[config.mk]
export PLATFORM = sky130hd
export DESIGN_NAME = dec_cmp_arbiter
export DESIGN_NICKNAME = d
export VERILOG_FILES = /design/src/rtl/dec_cmp_arbiter.sv
export SDC_FILE = /design/constraint.sdc
export NUM_CORES = 1
export LEC_CHECK = 0
export CAP_MARGIN = 25
export CORE_ASPECT_RATIO = 1.2
export CORE_MARGIN = 5
export CORE_UTILIZATION = 46
export DETAILED_ROUTE_END_ITERATION = 7
export GPL_TIMING_DRIVEN = 0
export PLACE_DENSITY = 0.85
export SYNTH_ARGS = -nofsm -noshare
export SYNTH_HDL_FRONTEND = slang
export SYNTH_SLANG_ARGS = --single-unit
export TNS_END_PERCENT = 50
[constraint.sdc]
create_clock -name clk -period 5.7 [get_ports clk]
set_input_delay 1.14 -clock clk [delete_from_list [all_inputs] [get_ports clk]]
set_output_delay 1.14 -clock clk [all_outputs]
set_load 0.01 [all_outputs]
[src/rtl/dec_cmp_arbiter.sv]
// dec_cmp_arbiter
// Shares one external dec_comparator between NUM_REQ requesters. Requests are
// granted round-robin and the chosen operand pair is registered onto cmp_A/cmp_B.
// After one compare cycle the comparator's isEqual is registered and returned to
// the granted requester through a valid/ready response handshake. Saturating
// counters track completed comparisons and matches.
//
// Ports:
//   clk, rst              - clock, synchronous active-high reset
//   req_valid/req_ready   - per-requester request handshake (ready is one-hot grant)
//   req_a, req_b          - flattened operands, requester i at [i*DATA_DEPTH +: DATA_DEPTH]
//   rsp_valid/rsp_ready   - per-requester response handshake (valid is one-hot)
//   rsp_isEqual           - comparison result, qualified by rsp_valid
//   cmp_A, cmp_B          - registered operands driven to the comparator
//   cmp_isEqual           - comparator result
//   busy                  - FSM outside IDLE
//   stat_clr              - synchronous clear of both statistics counters
//   cmp_count/match_count - saturating comparison / match counters
module dec_cmp_arbiter #(
    parameter int DATA_DEPTH = 8,
    parameter int NUM_REQ    = 4,
    parameter int CNT_WIDTH  = 16
) (
    input  logic                            clk,
    input  logic                            rst,
    input  logic [NUM_REQ-1:0]              req_valid,
    input  logic [NUM_REQ*DATA_DEPTH-1:0]   req_a,
    input  logic [NUM_REQ*DATA_DEPTH-1:0]   req_b,
    output logic [NUM_REQ-1:0]              req_ready,
    output logic [NUM_REQ-1:0]              rsp_valid,
    input  logic [NUM_REQ-1:0]              rsp_ready,
    output logic                            rsp_isEqual,
    output logic [DATA_DEPTH-1:0]           cmp_A,
    output logic [DATA_DEPTH-1:0]           cmp_B,
    input  logic                            cmp_isEqual,
    output logic                            busy,
    input  logic                            stat_clr,
    output logic [CNT_WIDTH-1:0]            cmp_count,
    output logic [CNT_WIDTH-1:0]            match_count
);

    localparam int PW = (NUM_REQ > 2) ? $clog2(NUM_REQ) : 1;
    localparam logic [PW:0] NUM_REQ_W = (PW+1)'(NUM_REQ);

    typedef enum logic [1:0] {
        S_IDLE    = 2'd0,
        S_COMPARE = 2'd1,
        S_RESPOND = 2'd2
    } state_t;

    state_t                  state_q;
    logic [PW-1:0]           rr_ptr_q;
    logic [PW-1:0]           gidx_q;
    logic [DATA_DEPTH-1:0]   cmp_a_q;
    logic [DATA_DEPTH-1:0]   cmp_b_q;
    logic [NUM_REQ-1:0]      rsp_valid_q;
    logic                    rsp_is_equal_q;
    logic [CNT_WIDTH-1:0]    cmp_count_q;
    logic [CNT_WIDTH-1:0]    match_count_q;

    logic [2*NUM_REQ-1:0]    vdbl_s;
    logic                    grant_found_s;
    logic [PW-1:0]           grant_idx_s;
    logic [PW:0]             sum_s;
    logic [PW:0]             next_s;
    logic [PW-1:0]           rr_ptr_d;
    logic [DATA_DEPTH-1:0]   sel_a_s;
    logic [DATA_DEPTH-1:0]   sel_b_s;
    logic [NUM_REQ-1:0]      gidx_onehot_s;
    logic [CNT_WIDTH-1:0]    cmp_count_d;
    logic [CNT_WIDTH-1:0]    match_count_d;

    // Round-robin search: rotate the valid vector so rr_ptr sits at bit 0, take
    // the first set bit, then map the offset back to an absolute index.
    always_comb begin
        vdbl_s        = {req_valid, req_valid} >> rr_ptr_q;
        grant_found_s = 1'b0;
        grant_idx_s   = '0;
        sum_s         = '0;
        for (int k = 0; k < NUM_REQ; k++) begin
            if (!grant_found_s && vdbl_s[k]) begin
                grant_found_s = 1'b1;
                sum_s = {1'b0, rr_ptr_q} + (PW+1)'(k);
                if (sum_s >= NUM_REQ_W) begin
                    sum_s = sum_s - NUM_REQ_W;
                end else begin
                    sum_s = sum_s;
                end
                grant_idx_s = sum_s[PW-1:0];
            end else begin
                grant_found_s = grant_found_s;
            end
        end
    end

    // Pointer advance past the grant, operand mux and grant/response one-hots.
    always_comb begin
        next_s = {1'b0, grant_idx_s} + {{PW{1'b0}}, 1'b1};
        if (next_s >= NUM_REQ_W) begin
            rr_ptr_d = '0;
        end else begin
            rr_ptr_d = next_s[PW-1:0];
        end
        sel_a_s       = '0;
        sel_b_s       = '0;
        req_ready     = '0;
        gidx_onehot_s = '0;
        for (int k = 0; k < NUM_REQ; k++) begin
            if (grant_idx_s == PW'(k)) begin
                sel_a_s = req_a[k*DATA_DEPTH +: DATA_DEPTH];
                sel_b_s = req_b[k*DATA_DEPTH +: DATA_DEPTH];
                req_ready[k] = (state_q == S_IDLE) && grant_found_s;
            end else begin
                req_ready[k] = 1'b0;
            end
            if (gidx_q == PW'(k)) begin
                gidx_onehot_s[k] = 1'b1;
            end else begin
                gidx_onehot_s[k] = 1'b0;
            end
        end
    end

    // Saturating next values for the statistics counters.
    always_comb begin
        if (cmp_count_q == {CNT_WIDTH{1'b1}}) begin
            cmp_count_d = cmp_count_q;
        end else begin
            cmp_count_d = cmp_count_q + CNT_WIDTH'(1);
        end
        if (match_count_q == {CNT_WIDTH{1'b1}}) begin
            match_count_d = match_count_q;
        end else begin
            match_count_d = match_count_q + CNT_WIDTH'(1);
        end
    end

    // Arbitration FSM with registered operands, response and counters.
    always_ff @(posedge clk) begin
        if (rst) begin
            state_q        <= S_IDLE;
            rr_ptr_q       <= '0;
            gidx_q         <= '0;
            cmp_a_q        <= '0;
            cmp_b_q        <= '0;
            rsp_valid_q    <= '0;
            rsp_is_equal_q <= 1'b0;
            cmp_count_q    <= '0;
            match_count_q  <= '0;
        end else begin
            case (state_q)
                S_IDLE: begin
                    if (grant_found_s) begin
                        cmp_a_q  <= sel_a_s;
                        cmp_b_q  <= sel_b_s;
                        gidx_q   <= grant_idx_s;
                        rr_ptr_q <= rr_ptr_d;
                        state_q  <= S_COMPARE;
                    end
                end
                S_COMPARE: begin
                    rsp_is_equal_q <= cmp_isEqual;
                    rsp_valid_q    <= gidx_onehot_s;
                    cmp_count_q    <= cmp_count_d;
                    if (cmp_isEqual) begin
                        match_count_q <= match_count_d;
                    end
                    state_q <= S_RESPOND;
                end
                S_RESPOND: begin
                    // Only the granted requester's rsp_ready completes the response.
                    if (rsp_ready[gidx_q]) begin
                        rsp_valid_q <= '0;
                        state_q     <= S_IDLE;
                    end
                end
                default: begin
                    rsp_valid_q <= '0;
                    state_q     <= S_IDLE;
                end
            endcase
            // Clear takes priority over any increment on the same edge.
            if (stat_clr) begin
                cmp_count_q   <= '0;
                match_count_q <= '0;
            end
        end
    end

    assign cmp_A       = cmp_a_q;
    assign cmp_B       = cmp_b_q;
    assign rsp_valid   = rsp_valid_q;
    assign rsp_isEqual = rsp_is_equal_q;
    assign busy        = (state_q != S_IDLE);
    assign cmp_count   = cmp_count_q;
    assign match_count = match_count_q;

endmodule
==> results_dict.tcl, run 1 <==
# flow metrics
set metrics [dict create \
    clock_skew_ns 0.00733 \
    reg2reg_depth 11 \
    post-route-cell-area_um2 4800 \
    wirelength_mm 10.0 \
    clkLatencyLatePin_ns 0.34 \
    dpl.hpwl_mm 8.10 \
    cts.sinks 59 \
    warnings 29 \
    num_vias 3506 \
    power_frac_comb_pct 32.8 \
    post-route-util_pct 70.5 \
    die_h_um 101 \
    grt_max_degree 11 \
    setup_tns_ns 0 \
    path_class "in2out" \
    slew_headroom_pct 34.2 \
    globalRouteOverflowTotal 0 \
    vias_per_cell 5.53 \
    p_int_uw 846 \
    fp_nets 482 \
    cts_setup_buffers 0 \
    cts_buffer_depth 2 \
    post-route-period-util_pct 94.1 \
    p_clk_share_pct 29.0 \
    syn_to_final_growth_pct 50.2 \
    fill_cells 564 \
    crit_chain "clkdlybuf4s50_1 -> nand2b_1 -> a21oi_1 -> a211oi_1 -> ha_1 -> clkbuf_1 -> clkbuf_1 -> and2_1 -> clkdlybuf4s50_1" \
    seqPwrFrac_pct 38.2 \
    whs_path_depth 2 \
    cp.buffers_inverters 4 \
    ys_cells 400 \
    reg2reg_slack_ns 2.71 \
    ys_seq_share_pct 36.9 \
    end_kind "output pin" \
    irDropWorstVdd_mv 0.135 \
    antenna_cells 0 \
    p_leak_nw 1.62 \
    fin_crit_ns 5.36 \
    synthesis.instances 400 \
    edf_count 0 \
    max_stage_delay_ns 0.59 \
    drv_cap 0 \
    gr-usage-all-layers_pct 23.0 \
    status "finished, final reports clean" \
    pre_cts_ws_ns 0.361 \
    place.gp.congestion 0.931 \
    critPathMaxFanout 10 \
    power.switching_uw 378 \
    antenna_found_initial 0 \
    cpMaxStageDelayCell "clkdlybuf4s50_1" \
    cp-start-kind "input port" \
    grt_pass1_vias 3570 \
    ant_nets 0 \
    ios 134 \
    die_area_um2 8730 \
    switching_share_pct 30.9 \
    cts_buffers 9 \
    post_drt_wl_per_cell_um 15.8 \
    ys.flops 59 \
    yosys_warnings 0 \
    fmax_mhz 187 \
    grt_pass1_wl_mm 15.9 \
    synth.most_common_cell "nor2_1" \
    cts_tree "yes" \
    fin_nets 625 \
    setup_viol 0 \
    cp.arrival_ns 4.22 \
    num_rows 33 \
    drive_gt1_share_pct 4.75 \
    yosysTopAreaCell "dfxtp_1" \
    r2r_start "rr_ptr_q[0]" \
    ys_area_um2 3200 \
    drt-initial-drc-count 176 \
    dpl_cell_area_um2 4630 \
    crit_required_ns 4.56 \
    top_cell_area_share_pct 36.9 \
    synthesis.area_um2 3200 \
    rsz0062_at_grt "no" \
    cts-root-buf "clkbuf_8" \
    h-tree-depth 3 \
    common_cells "nor2_1, dfxtp_1, nor3_1" \
    die_w_um 86.1 \
    power_density_nw_per_um2 255 \
    drv_slew 0 \
    timing.final.ws_setup_ns 0.338 \
    fp-utilization_pct 47.0 \
    finalHoldViolCount 0 \
    min_to "rsp_valid[3]" \
]
## run 1: kinds of logic after synthesis
| family | synth area share [%] |
|---|---|
| buf+inv | 4.46 |
| compound gates | 16.3 |
| xor+xnor | 6.30 |
| simple gates | 31.8 |
| fa+ha+maj | 2.35 |
| mux | 1.92 |
| flops | 36.9 |
## run 1: placed cells by master (no fill, tap or decap), types with 6 or more instances in the layout
master	n
a21oi_1	25
nand4_1	10
inv_1	9
nor4_1	8
a211oi_1	21
clkbuf_1	22
ha_1	6
nand2_1	17
nand3_1	11
a221oi_1	15
and2_1	6
dfxtp_1	59
nor2_1	61
clkbuf_8	9
nor3_1	41
nor2b_1	18
clkdlybuf4s50_1	132
xnor2_1	20
## run 1: flip-flops by register name, summed over array words and instances, names as in the netlist
signal	count
cmp_A	8
cmp_B	8
cmp_count	16
gidx_q	2
match_count	16
rr_ptr_q	2
rsp_isEqual	1
rsp_valid	4
state_q	2
## run 1: worst max-delay path by stage
stage	slack, ns	to	cells past startpoint	from
after floorplan	1.89	req_ready[1]	7	req_valid[2]
after global placement	0.43	req_ready[1]	9	req_valid[1]
after detailed placement	0.36	req_ready[1]	9	req_valid[1]
after CTS	0.37	req_ready[1]	9	req_valid[1]
after global routing	0.11	req_ready[1]	9	req_valid[1]
final	0.34	req_ready[1]	9	req_valid[1]
## run 1: cell type report
| class | count | area (um^2) | area share, % |
|---|---|---|---|
| clock inverter | 3 | 40.0 | 0.833 |
| buffer | 24 | 109 | 2.27 |
| sequential | 59 | 1180 | 24.6 |
| multi-input combinational | 308 | 1880 | 39.0 |
| tap | 87 | 109 | 2.27 |
| timing repair buffer | 132 | 1320 | 27.5 |
| inverter | 9 | 33.8 | 0.703 |
| clock buffer | 12 | 135 | 2.81 |
## run 1: tightest hold or removal path, stage by stage, from the launching register on
cell     delay [ns]
dfxtp_1        0.31
o21ai_0        0.07
a21oi_1        0.06
## run 1: power groups by stage
stage               clock [mW]  combinational [mW]  sequential (mW)
finish                   0.355               0.402            0.468
floorplan                    0               0.210            0.486
detailed placement           0               0.401            0.476
global placement             0               0.395            0.474
global route             0.377               0.439            0.473
CTS                      0.361               0.403            0.468
## run 1: metal layers
layer	vias up	part of all wire [%]	routed length (um)	track usage (%)
li1	1723	-	-	-
met1	1610	36	3560	22.3
met2	150	51	5160	42.7
met3	23	9.7	977	8.54
met4	0	3.3	326	11.3
met5	-	0	0	0
## run 1: per-stage QoR
step / instances / hold slack, ns / power [mW]
after detailed placement: 619 / 0.468 / 0.877
after global placement: 619 / 0.472 / 0.869
final: 634 / 0.481 / 1.22
after global routing: 634 / 0.517 / 1.29
after CTS: 634 / 0.479 / 1.23
after floorplan: 400 / 0.458 / 0.695
Figure 1. Routed metal per tile (run 1).
17 x 20 tiles, from dark blue (low) to red (high), scaled to the fullest tile. Values are wire area over tile area, all layers added.
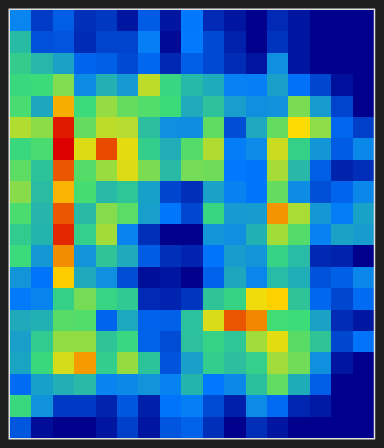
nearly empty tiles: 8.5%
mean over tiles: 0.19
tiles over half the peak: 21%
emptiest ninth of the die: upper right
densest ninth of the die: middle left

Figure 2. Register map, names as in the netlist (run 1).
Scale bar: 20 um. Other sequential cells in the stronger grey, the rest of the logic in the fainter grey.
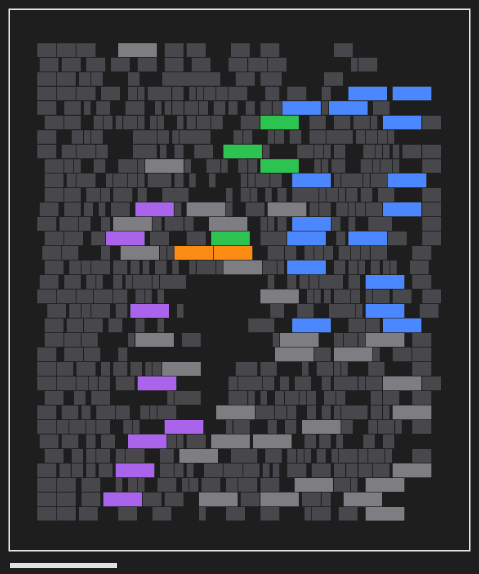
legend:
  green:
    signal: rsp_valid
    sequential_cells: 4
    where: top centre
  orange:
    signal: rr_ptr_q
    sequential_cells: 2
  blue:
    signal: cmp_count
    sequential_cells: 16
  purple:
    signal: cmp_A
    sequential_cells: 8
not coloured: 29

Figure 3. Drive-strength map (run 1).
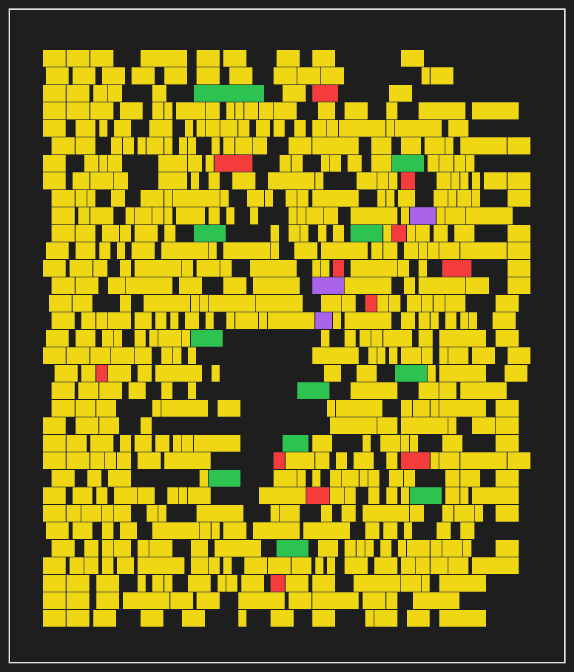
legend:
  green:
    size: x6 and larger
    cells: 11
  yellow:
    size: x1 and smaller
    cells: 521
  purple:
    size: x3 and x4
    cells: 3
  red:
    size: x2
    cells: 12

Figure 4. Cell outlines without signal wires (run 1).
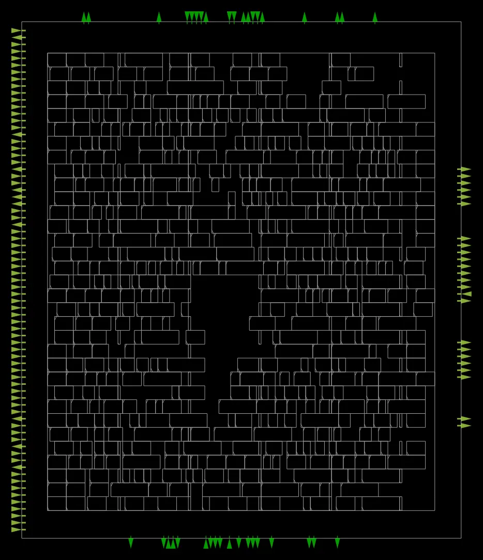

==> inputs of run 2 (changes only) <==
--- a/config.mk
+++ b/config.mk
@@ -12,6 +12,7 @@
 export DETAILED_ROUTE_END_ITERATION = 7
 export GPL_TIMING_DRIVEN = 0
 export PLACE_DENSITY = 0.85
+export SLEW_MARGIN = 5
 export SYNTH_ARGS = -nofsm -noshare
 export SYNTH_HDL_FRONTEND = slang
 export SYNTH_SLANG_ARGS = --single-unit
Figure 5. Cell outlines without signal wires (run 2).
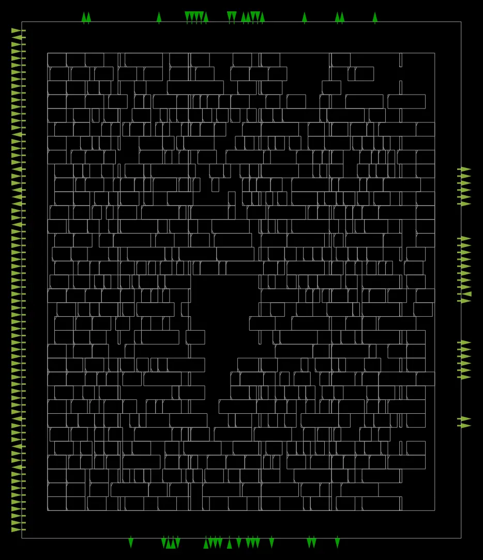
core box area: 6810 um^2
FP Rows: 33
tap cells: 87
flop share of the area: 24.6%

==> results_dict.tcl, run 2 <==
# flow metrics
set metrics [dict create \
    path_class "in2out" \
    wirelength_mm 10.1 \
    drive_gt1_share_pct 4.93 \
    dpl_cell_area_um2 4630 \
    grt_max_degree 11 \
    cts_tree "yes" \
    ys.flops 59 \
    status "finished, final reports clean" \
    yosysTopAreaCell "dfxtp_1" \
    drv_slew 0 \
    slew_headroom_pct 57.9 \
    ys_area_um2 3200 \
    common_cells "nor2_1, dfxtp_1, nor3_1" \
    worst-path-stages 9 \
    drt-initial-drc-count 189 \
    synthesis.area_um2 3200 \
    grt_pass1_wl_mm 15.9 \
    cts.sinks 59 \
    drv_cap 0 \
    cts_buffer_depth 2 \
    fp-utilization_pct 47.0 \
    crit_start "req_valid[1]" \
    cpMaxStageDelayCell "clkdlybuf4s50_1" \
    ios 134 \
    vias_per_cell 5.56 \
    cp.buffers_inverters 4 \
    syn_to_final_growth_pct 50.3 \
    pre_cts_ws_ns 0.361 \
    irDropWorstVdd_mv 0.135 \
    num_vias 3529 \
    clkLatencyLatePin_ns 0.34 \
    grt_pass1_vias 3570 \
    cp.arrival_ns 4.22 \
    post-route-cell-area_um2 4810 \
    post-route-period-util_pct 94.1 \
    seqCellArea_um2 1180 \
    holdWs_ns 0.484 \
    die_area_um2 8730 \
    final_cells 635 \
]
-- run 2: cell counts after synthesis --
No cell type changed its count.
-- run 2: per-layer routing --
metal / GRT usage [%] / vias up / wire length (um)
li1: - / 1730 / -
met1: 22.3 / 1619 / 3610
met2: 42.7 / 157 / 5160
met3: 8.54 / 23 / 961
met4: 11.3 / 0 / 325
met5: 0 / - / 0
-- run 2: final cells by class --
class | instances | area share (%)
Multi-Input combinational cell | 308 | 39.0
Tap cell | 87 | 2.26
Timing Repair Buffer | 133 | 27.6
Clock inverter | 3 | 0.832
Inverter | 9 | 0.702
Buffer | 24 | 2.26
Sequential cell | 59 | 24.6
Clock buffer | 12 | 2.81
-- run 2: worst register-to-register path, cell delays in order (launching register included) --
cell and delay [ns]:
dfxtp_1 0.38, nand2b_1 0.14, a21oi_1 0.06, a211oi_1 0.55, ha_1 0.25, clkbuf_1 0.35
nor2b_1 0.21, buf_2 0.23, a221oi_1 0.32, nor3_1 0.08, a211oi_1 0.18, nor3_1 0.08
-- run 2: final timing paths --
check                                    end
worst max-delay path            req_ready[1]
worst min-delay path            rsp_valid[3]
worst max register to register      cmp_A[1]
worst min register to register  rsp_valid[3]
-- run 2: cell families (layout without fill, tap and decap cells) --
family	Yosys count	after routing	synth area share (%)
compound gates	76	76	16.3
xor+xnor	23	23	6.30
fa+ha+maj	6	6	2.35
buf+inv	33	181	4.46
flops	59	59	36.9
mux	6	6	1.92
simple gates	197	197	31.8
-- run 2: power breakdown --
part           switching [mW]  internal (mW)  total [mW]
clock                   0.158          0.198       0.357
sequential             0.0216          0.446       0.468
combinational           0.200          0.202       0.402
total                   0.380          0.846        1.23
==> inputs of run 3 (changes only) <==
--- a/config.mk
+++ b/config.mk
@@ -12,6 +12,7 @@
 export DETAILED_ROUTE_END_ITERATION = 7
 export GPL_TIMING_DRIVEN = 0
 export PLACE_DENSITY = 0.85
+export SKIP_LAST_GASP = 1
 export SLEW_MARGIN = 5
 export SYNTH_ARGS = -nofsm -noshare
 export SYNTH_HDL_FRONTEND = slang
Figure 6. Routed metal per tile (run 3).
17 x 20 tiles, from dark blue (low) to red (high), scaled to the fullest tile. Values are wire area over tile area, all layers added.
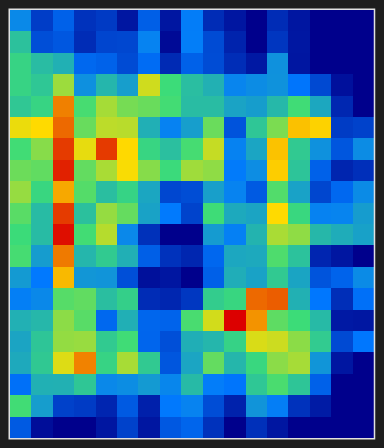
densest ninth of the die: middle left
fullest tile: 0.57
nearly empty tiles: 8.5%

==> results_dict.tcl, run 3 <==
# flow metrics
set metrics [dict create \
    cts.sinks 59 \
    drt-initial-drc-count 189 \
    die_h_um 101 \
    setup_viol 0 \
    setup_tns_ns 0 \
    drv_cap 0 \
    h-tree-depth 3 \
    cts_buffers 9 \
    cts_tree "yes" \
    p_clk_share_pct 29.1 \
    fin_crit_ns 5.36 \
    slew_headroom_pct 57.9 \
    topCombFamilyByArea "simple AND/OR/NAND/NOR gates" \
    place.gp.congestion 0.931 \
    max_stage_delay_ns 0.59 \
    synthesis.area_um2 3200 \
    yosysTopAreaCell "dfxtp_1" \
    power_frac_comb_pct 32.8 \
    fill_cells 563 \
    drv_slew 0 \
    aoi_share_pct 16.3 \
    pre_cts_ws_ns 0.361 \
    end_kind "output pin" \
    fmax_mhz 186 \
    clkLatencyLatePin_ns 0.34 \
    cts-root-buf "clkbuf_8" \
    comb_area_um2 1880 \
    critPathMaxFanout 10 \
    yosys.area_share.xor_xnor_pct 6.30 \
    status "finished, final reports clean" \
    fin_nets 626 \
    grt_pass1_wl_mm 15.9 \
    num_vias 3529 \
    simple_gate_share_pct 31.8 \
    synthMuxAreaShare_pct 1.92 \
    ios 134 \
]
-- run 3: cell counts in the layout (fill, tap and decap cells not counted) --
Identical to the previous run, type by type.
-- run 3: tightest hold or removal path, cell delays in order, from the launching register on --
cell     delay (ns)
dfxtp_1        0.31
o21ai_0        0.07
a21oi_1        0.06
-- run 3: area by class of cell --
| class | count | area share (%) |
|---|---|---|
| clock inverters | 3 | 0.832 |
| plain buffers | 24 | 2.26 |
| clock buffers | 12 | 2.81 |
| inverters | 9 | 0.702 |
| multi-input cells | 308 | 39.0 |
| flip-flops and latches | 59 | 24.6 |
| well taps | 87 | 2.26 |
| repair buffers | 133 | 27.6 |
-- run 3: layer usage --
layer | GRT usage [%] | routed length [um] | part of all wire (%)
met5 | 0 | 0 | 0
met4 | 11.3 | 325 | 3.2
met3 | 8.54 | 961 | 9.5
met2 | 42.7 | 5160 | 51
met1 | 22.3 | 3610 | 36
-- run 3: path summary, 6_finish.rpt --
check	to	slack, ns
worst max-delay path	req_ready[1]	0.34
worst min-delay path	rsp_valid[3]	0.48
worst max register to register	cmp_A[1]	2.75
worst min register to register	rsp_valid[3]	0.48
-- run 3: kinds of logic (layout without fill, tap and decap cells) --
family | count (synthesis) | in the layout
muxes | 6 | 6
xor gates and xnor gates | 23 | 23
and+or+nand+nor | 197 | 197
AOI/OAI and AO/OA | 76 | 76
DFF | 59 | 59
adders and majority gates | 6 | 6
buffers and inverters | 33 | 181
-- run 3: per-stage QoR --
step | cell area (um^2) | hold slack, ns | std cells
floorplan | 3200 | 0.458 | 400
global placement | 4630 | 0.472 | 619
detailed placement | 4630 | 0.468 | 619
CTS | 4800 | 0.479 | 634
global route | 4810 | 0.517 | 635
finish | 4810 | 0.484 | 635
-- run 3: power groups by stage --
stage / registers (mW) / clock network, mW / logic, mW
3_3_place_gp: 0.474 / 0 / 0.395
6_report: 0.468 / 0.357 / 0.402
4_1_cts: 0.468 / 0.361 / 0.403
5_1_grt: 0.473 / 0.377 / 0.439
2_1_floorplan: 0.486 / 0 / 0.210
3_5_place_dp: 0.476 / 0 / 0.401
Power figures rest on the tool's default switching activity, not on a simulated workload.
